File: src/rtl/sar_slt_search.sv
// Signed successive-approximation search: drives probes to a set-less-than responder
// and finds the largest signed x with x < hidden, flagging the case where none exists.
module sar_slt_search #(
    parameter int N = 32
) (
    input  logic         clk,
    input  logic         rst_n,
    input  logic         start,
    output logic         busy,
    output logic         done,
    output logic [N-1:0] result,
    output logic         none,
    output logic [N-1:0] probe,
    output logic         probe_valid,
    input  logic         lt_valid,
    input  logic         lt
);

    localparam int IW = (N > 2) ? $clog2(N) : 1;
    localparam logic [N-1:0] MSB = {1'b1, {(N-1){1'b0}}};
    localparam logic [IW-1:0] TOP_IDX = IW'(N - 1);

    typedef enum logic [1:0] {
        S_IDLE  = 2'd0,
        S_PROBE = 2'd1,
        S_CHECK = 2'd2,
        S_DONE  = 2'd3
    } state_t;

    state_t        state, state_next;
    logic [N-1:0]  u, u_next;
    logic [N-1:0]  trial;
    logic [IW-1:0] bit_idx, bit_idx_next, lower_idx;
    logic          seen_lt, seen_lt_next;
    logic [N-1:0]  result_next;
    logic          none_next;
    logic          accept;

    // Handshake: a transaction completes on any cycle where probe_valid && lt_valid;
    // probe stays stable and lt is ignored on every other cycle.
    assign accept    = probe_valid && lt_valid;
    assign lower_idx = bit_idx - 1'b1;

    always_ff @(posedge clk or negedge rst_n) begin
        if (!rst_n) begin
            state <= S_IDLE;
        end else begin
            state <= state_next;
        end
    end

    always_ff @(posedge clk or negedge rst_n) begin
        if (!rst_n) begin
            u       <= '0;
            bit_idx <= TOP_IDX;
            seen_lt <= 1'b0;
            result  <= '0;
            none    <= 1'b0;
        end else begin
            u       <= u_next;
            bit_idx <= bit_idx_next;
            seen_lt <= seen_lt_next;
            result  <= result_next;
            none    <= none_next;
        end
    end

    always_comb begin
        state_next   = state;
        u_next       = u;
        bit_idx_next = bit_idx;
        seen_lt_next = seen_lt;
        result_next  = result;
        none_next    = none;
        trial        = u;
        case (state)
            S_IDLE: begin
                if (start) begin
                    state_next   = S_PROBE;
                    u_next       = MSB;
                    bit_idx_next = TOP_IDX;
                    seen_lt_next = 1'b0;
                end
            end
            S_PROBE: begin
                if (accept) begin
                    trial[bit_idx] = lt;
                    seen_lt_next   = seen_lt | lt;
                    if (bit_idx != '0) begin
                        trial[lower_idx] = 1'b1;
                        bit_idx_next     = lower_idx;
                    end else if (seen_lt || lt || (trial != '0)) begin
                        state_next  = S_DONE;
                        result_next = trial ^ MSB;
                        none_next   = 1'b0;
                    end else begin
                        // All answers were 0: hidden is min or min+1, one more probe at min decides.
                        state_next = S_CHECK;
                    end
                    u_next = trial;
                end
            end
            S_CHECK: begin
                if (accept) begin
                    state_next  = S_DONE;
                    result_next = u ^ MSB;
                    none_next   = ~lt;
                end
            end
            S_DONE: begin
                state_next = S_IDLE;
            end
            default: begin
                state_next = S_IDLE;
            end
        endcase
    end

    always_comb begin
        busy        = 1'b0;
        done        = 1'b0;
        probe_valid = 1'b0;
        probe       = '0;
        case (state)
            S_PROBE, S_CHECK: begin
                busy        = 1'b1;
                probe_valid = 1'b1;
                probe       = u ^ MSB;
            end
            S_DONE: begin
                done = 1'b1;
            end
            default: begin
                busy = 1'b0;
            end
        endcase
    end

endmodule

File: config.mk
export PLATFORM = sky130hd
export DESIGN_NAME = sar_slt_search
export DESIGN_NICKNAME = d
export VERILOG_FILES = /design/src/rtl/sar_slt_search.sv
export SDC_FILE = /design/constraint.sdc
export NUM_CORES = 1
export LEC_CHECK = 0
export CAP_MARGIN = 20
export CORE_AREA = 2 2 98 100
export DETAILED_ROUTE_END_ITERATION = 6
export DIE_AREA = 0 0 100 102
export PLACE_DENSITY = 0.95
export SYNTH_ARGS = -nofsm -noshare
export SYNTH_HDL_FRONTEND = slang
export SYNTH_SLANG_ARGS = --single-unit
export TNS_END_PERCENT = 100
File: constraint.sdc
create_clock -name clk -period 3.85 [get_ports clk]
set_input_delay 0.77 -clock clk [delete_from_list [all_inputs] [get_ports clk]]
set_output_delay 0.77 -clock clk [all_outputs]
set_load 0.01 [all_outputs]
==> run_results.csv, run 1 <==
group,metric,value,unit
setup_path,critical_path_cell_by_cell,"nor4bb_1 -> mux2i_1 -> nand4_1 -> nor4_4 -> a2111oi_0 -> a311o_1",
clocking,cts_root_buf,"sky130_fd_sc_hd__clkbuf_8",
setup_path,worst_r2r_endpoint,"result[31]$_DFFE_PN0P_",
cells_and_area,seq_share,0.288,
synthesis,synthSimpleGateAreaFrac,0.206,
floorplanning,fp-row-count,35,
setup_path,path_buffers,0,
final_timing,grt_setup_unrepaired,"false",
synthesis,number_of_cells_in_yosys_stat,655,
synthesis,floorplan.nets,673,
power_and_ir_drop,fin_total_pwr,5.03,mW
power_and_ir_drop,p_sw_frac,0.496,
floorplanning,die_h,102,um
setup_path,startpoint,"bit_idx[2]$_DFFE_PN1P_",
synthesis,post_synth_mux_area_share,0.123,
min_path,hold-path-endpoint,"result[24]$_DFFE_PN0P_",
synthesis,yosysUniqueCellTypes,45,
drt,vias,5536,
clocking,post_cts.resized_instances,0,
floorplanning,tapCellCount,111,
power_and_ir_drop,power.leakage,2.84,nW
min_path,min_path_type,"flop to flop",
cells_and_area,final_cell_area,6360,um2
synthesis,ys_seq_elements,73,
power_and_ir_drop,power_per_cell_area,790,nW/um2
setup_path,worstSetupEndpoint,"result[31]$_DFFE_PN0P_",
placed_design,numPlacedInstances,804,
final_timing,worst_slack,0.411,ns
setup_path,worst-endpoint-arrival,3.68,ns
cells_and_area,layoutNonFillerInstCount,818,
synthesis,synth_top_cell_by_area,"sky130_fd_sc_hd__dfrtp_1",
cells_and_area,fin_nets,722,
synthesis,yosys_warnings,0,
min_path,hp-start,"result[24]$_DFFE_PN0P_",
drt,detail_route.drc_violations,0,
cells_and_area,area_share_clock_buf_inv,0.0265,
final_timing,worst_hold_slack,0.560,ns
synthesis,ff_type,"sky130_fd_sc_hd__dfrtp_1",
drt,dr_wl_met3,1670,um
cells_and_area,layout.cells.most_common,"sky130_fd_sc_hd__nand2_1",
clocking,tritoncts_clock_tree,"done",
cells_and_area,final_core_utilization,0.699,
outcome,run_status,"complete, no violations",
power_and_ir_drop,pwr.group.combinational,3.02,mW
final_timing,fin_crit,3.44,ns
final_timing,timing.final.hold_violations,0,
cells_and_area,sequential_cell_total,73,
synthesis,synthTopLogicFamily,"AND-OR/OR-AND gates",
placed_design,finalWeightedCongestion,1.04,
drt,highest_layer,"met4",
global_route,globalRouteOverflowTotal,0,
setup_path,worstReg2RegStart,"bit_idx[2]$_DFFE_PN1P_",
synthesis,synthTopCellsByArea,"sky130_fd_sc_hd__dfrtp_1, sky130_fd_sc_hd__mux2i_1, sky130_fd_sc_hd__a21oi_1",
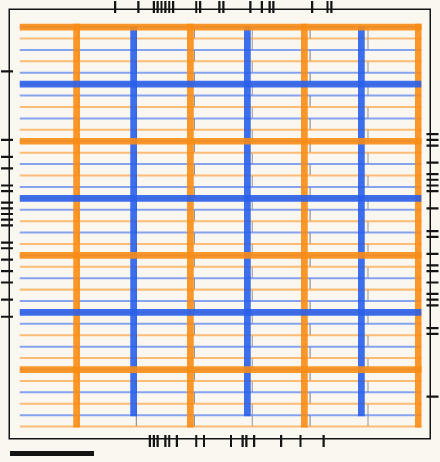
(run_1/power_grid.png)
The bar under the picture is 20 um long. Pins as bars on the die edge. Tap cells in grey.
Key: VSS = orange; VDD = blue
7 straps on met5. 36 met1 rails follow the rows.
worst IR drop on VDD: 430 uV
core region area: 9110 um2

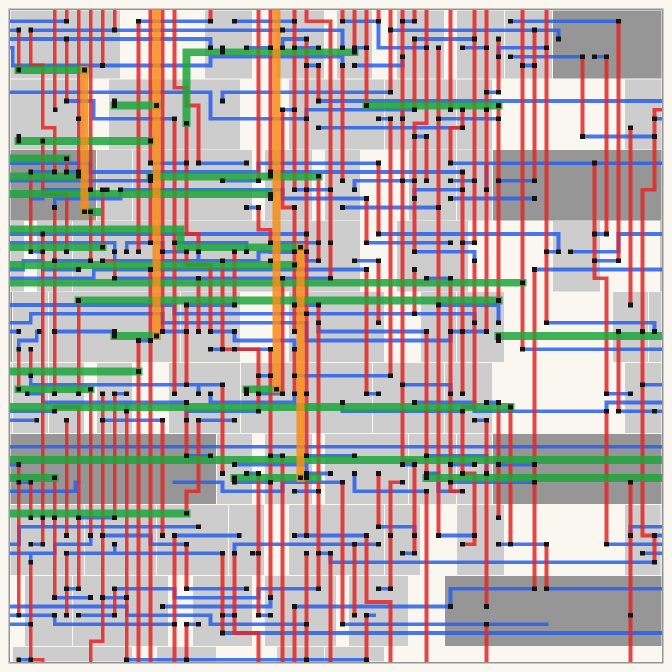
(run_1/detail.png)
Window x 62 to 87, y 13 to 38 um. Cells in grey, sequential cells in the stronger grey; small squares are vias.
Key: metal 1 = blue; metal 2 = red; metal 3 = green; metal 4 = orange
Sequential cells in the window: 4. Netlist names of flops here include `u` (4). 62 logic cells have their middle in the window. Most frequent: nand2_1 (9), o21ai_0 (6).

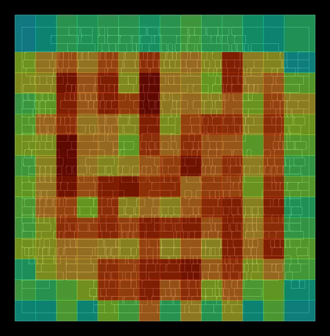
(run_1/congestion.png)
global routing met1 resource utilization: 0.465
global routing met3 resource utilization: 0.0780
GRT met2 Usage: 0.570
overall track demand over capacity in global routing: 0.351
most used routing layer in global routing: met2

==> run_1/wires.png <==
Only two layers are drawn.
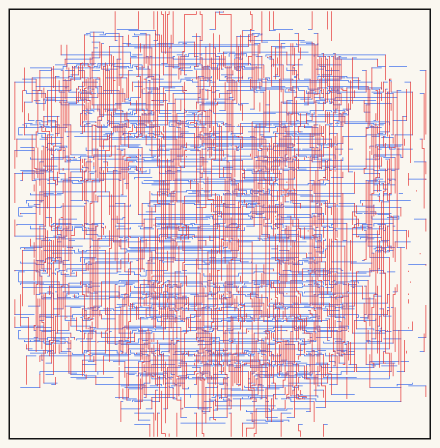

==> run 2, diff against run 1 <==
==> constraint.sdc (replaced) <==
create_clock -name clk -period 3.85 [get_ports clk]
set_input_delay 0.5775 -clock clk [delete_from_list [all_inputs] [get_ports clk]]
set_output_delay 0.5775 -clock clk [all_outputs]
set_load 0.01 [all_outputs]
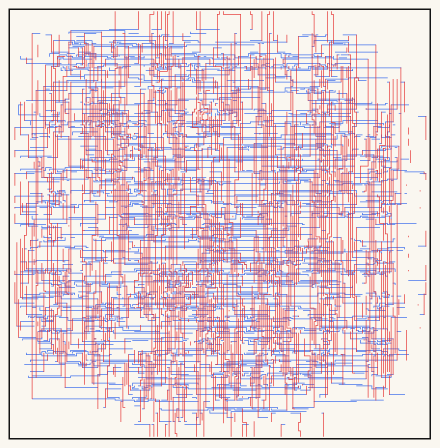
(run_2/wires.png)
Only two layers are drawn.
Key: metal 1 = blue [wire length 7120 um]; metal 2 = red [wire length 8090 um]
overall track demand over capacity in global routing: 0.344
wire length per cell: 21.3 um
via count: 5502
final wirelength: 17400 um

==> run 2 against run 1 <==
Effect of this change:
- global-route usage shrank 0.71 points
- maximum frequency fell by 7.0%
- final area increased by 0.55%
- clock-buffer cell count unchanged
- register-to-register slack worse by 0.26 ns
- first-iteration DRC count grew 3.2%
- via count shrank 0.61%
- power increased by 2.0%
- largest power group unchanged
==> run_results.csv, run 2 <==
group,metric,value,unit
outcome,run_status,"complete, no violations",
final_timing,worst-slew-pin-transition,1.09,ns
setup_path,worst-r2r-setup-slack,0.15,ns
clocking,cts_root_buf,"sky130_fd_sc_hd__clkbuf_8",
cells_and_area,final_cell_area,6400,um2
final_timing,worst_hold_slack,0.253,ns
setup_path,critical_path.top_delay_family,"simple AND/OR/NAND/NOR gates",
setup_path,worstReg2RegStart,"bit_idx[0]$_DFFE_PN1P_",
clocking,cts-hold-fix-buffers,0,
final_timing,grt_setup_unrepaired,"false",
cells_and_area,layout.cells.most_common,"sky130_fd_sc_hd__nand2_1",
power_and_ir_drop,power_per_cell_area,801,nW/um2
setup_path,startpoint,"bit_idx[0]$_DFFE_PN1P_",
cells_and_area,top_area_cell_class,"logic gates",
cells_and_area,comb_area_frac,0.519,
global_route,grt.busiest_layer,"met2",
synthesis,top_cell,"sky130_fd_sc_hd__nand2_1",
global_route,globalRouteOverflowTotal,0,
drt,vias_per_cell,6.75,
floorplanning,fp_util,0.595,
global_route,grt_pass1_vias,5155,
final_timing,setup-violations-final,0,
synthesis,ff_type,"sky130_fd_sc_hd__dfrtp_1",
final_timing,fin_crit,3.70,ns
synthesis,post_synth.cell_area_avg,8.27,um2
global_route,grtUsageMet3,0.0622,
cells_and_area,layoutNonFillerInstCount,815,
power_and_ir_drop,pwr.group.combinational,3.01,mW
setup_path,critical_path_cell_count,8,
global_route,grtUsageMet2,0.555,
clocking,clkSinkCount,73,
synthesis,post_synth_mux_area_share,0.123,
global_route,use_met1,0.454,
synthesis,floorplan.nets,673,
cells_and_area,final_core_utilization,0.703,
clocking,tritoncts_clock_tree,"done",
clocking,cts_buffer_count,9,
setup_path,setup.worst_path.end_class,"flop",
drt,detail_route.drc_violations,0,
synthesis,synthSimpleGateAreaFrac,0.206,
power_and_ir_drop,power.leakage,2.85,nW
cells_and_area,layout_inverter_count_without_the_clock_tree,10,
drt,highest_layer,"met4",
clocking,post_cts.resized_instances,0,
drt,dr_wl_met3,1560,um
floorplanning,tapCellCount,111,
clocking,insertion_delay,0.36,ns
power_and_ir_drop,p_sw_frac,0.482,
setup_path,worstSetupEndpoint,"result[17]$_DFFE_PN0P_",
power_and_ir_drop,ir_drop,467,uV
min_path,min_path_type,"primary input to asynchronous set/reset pin",
setup_path,worst_r2r_endpoint,"result[17]$_DFFE_PN0P_",
synthesis,synthAoiAreaFrac,0.249,
cells_and_area,seq_share,0.286,
synthesis,number_of_cells_in_yosys_stat,655,
cells_and_area,layout-drive-gt1-share,0.0653,
floorplanning,core_region_area,9110,um2
synthesis,synth_top_cell_by_area,"sky130_fd_sc_hd__dfrtp_1",
cells_and_area,area_share_clock_buf_inv,0.0358,
final_timing,timing.final.hold_violations,0,
setup_path,path_buffers,1,
placed_design,finalWeightedCongestion,1.02,
synthesis,synthTopCellsByArea,"sky130_fd_sc_hd__dfrtp_1, sky130_fd_sc_hd__mux2i_1, sky130_fd_sc_hd__a21oi_1",
floorplanning,die_h,102,um
setup_path,worst-endpoint-arrival,3.97,ns
synthesis,synthTopLogicFamily,"AND-OR/OR-AND gates",
drt,1st_pass_router_iterations,5,
synthesis,ys_seq_elements,73,
setup_path,critical_path_cell_by_cell,"inv_1 -> ha_1 -> or4b_1 -> a211oi_1 -> nand4_1 -> nor4_4 -> nand2_2 -> o21ai_1",
final_timing,worst_slack,0.152,ns
cells_and_area,most_used_cells_in_the_layout_excluding_fill_and_tap_cells,"sky130_fd_sc_hd__nand2_1, sky130_fd_sc_hd__a21oi_1, sky130_fd_sc_hd__clkdlybuf4s50_1, sky130_fd_sc_hd__dfrtp_1",
placed_design,post-place-ws,0.289,ns
synthesis,yosysUniqueCellTypes,45,
cells_and_area,fin_nets,717,
placed_design,numPlacedInstances,799,
power_and_ir_drop,fin_total_pwr,5.13,mW
floorplanning,fp-row-count,35,
cells_and_area,sequential_cell_total,73,
synthesis,yosys_warnings,0,
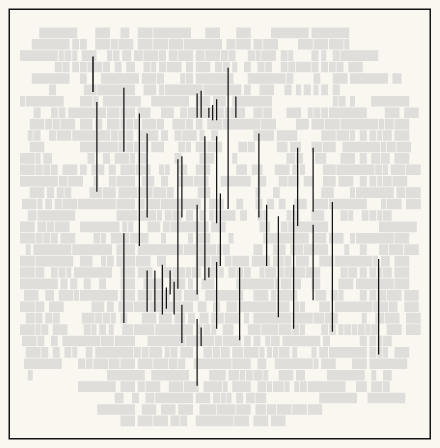
(run_2/layer_met4.png)
Cells faint in the background.
36 nets have wire on it. The layer carries 616 um of wire. The layer holds 3.5% of the routed length. The longest straight run is 34.0 um. The wires run mostly vertical.

No activity file was given, so power comes from the tool's default toggle rates.
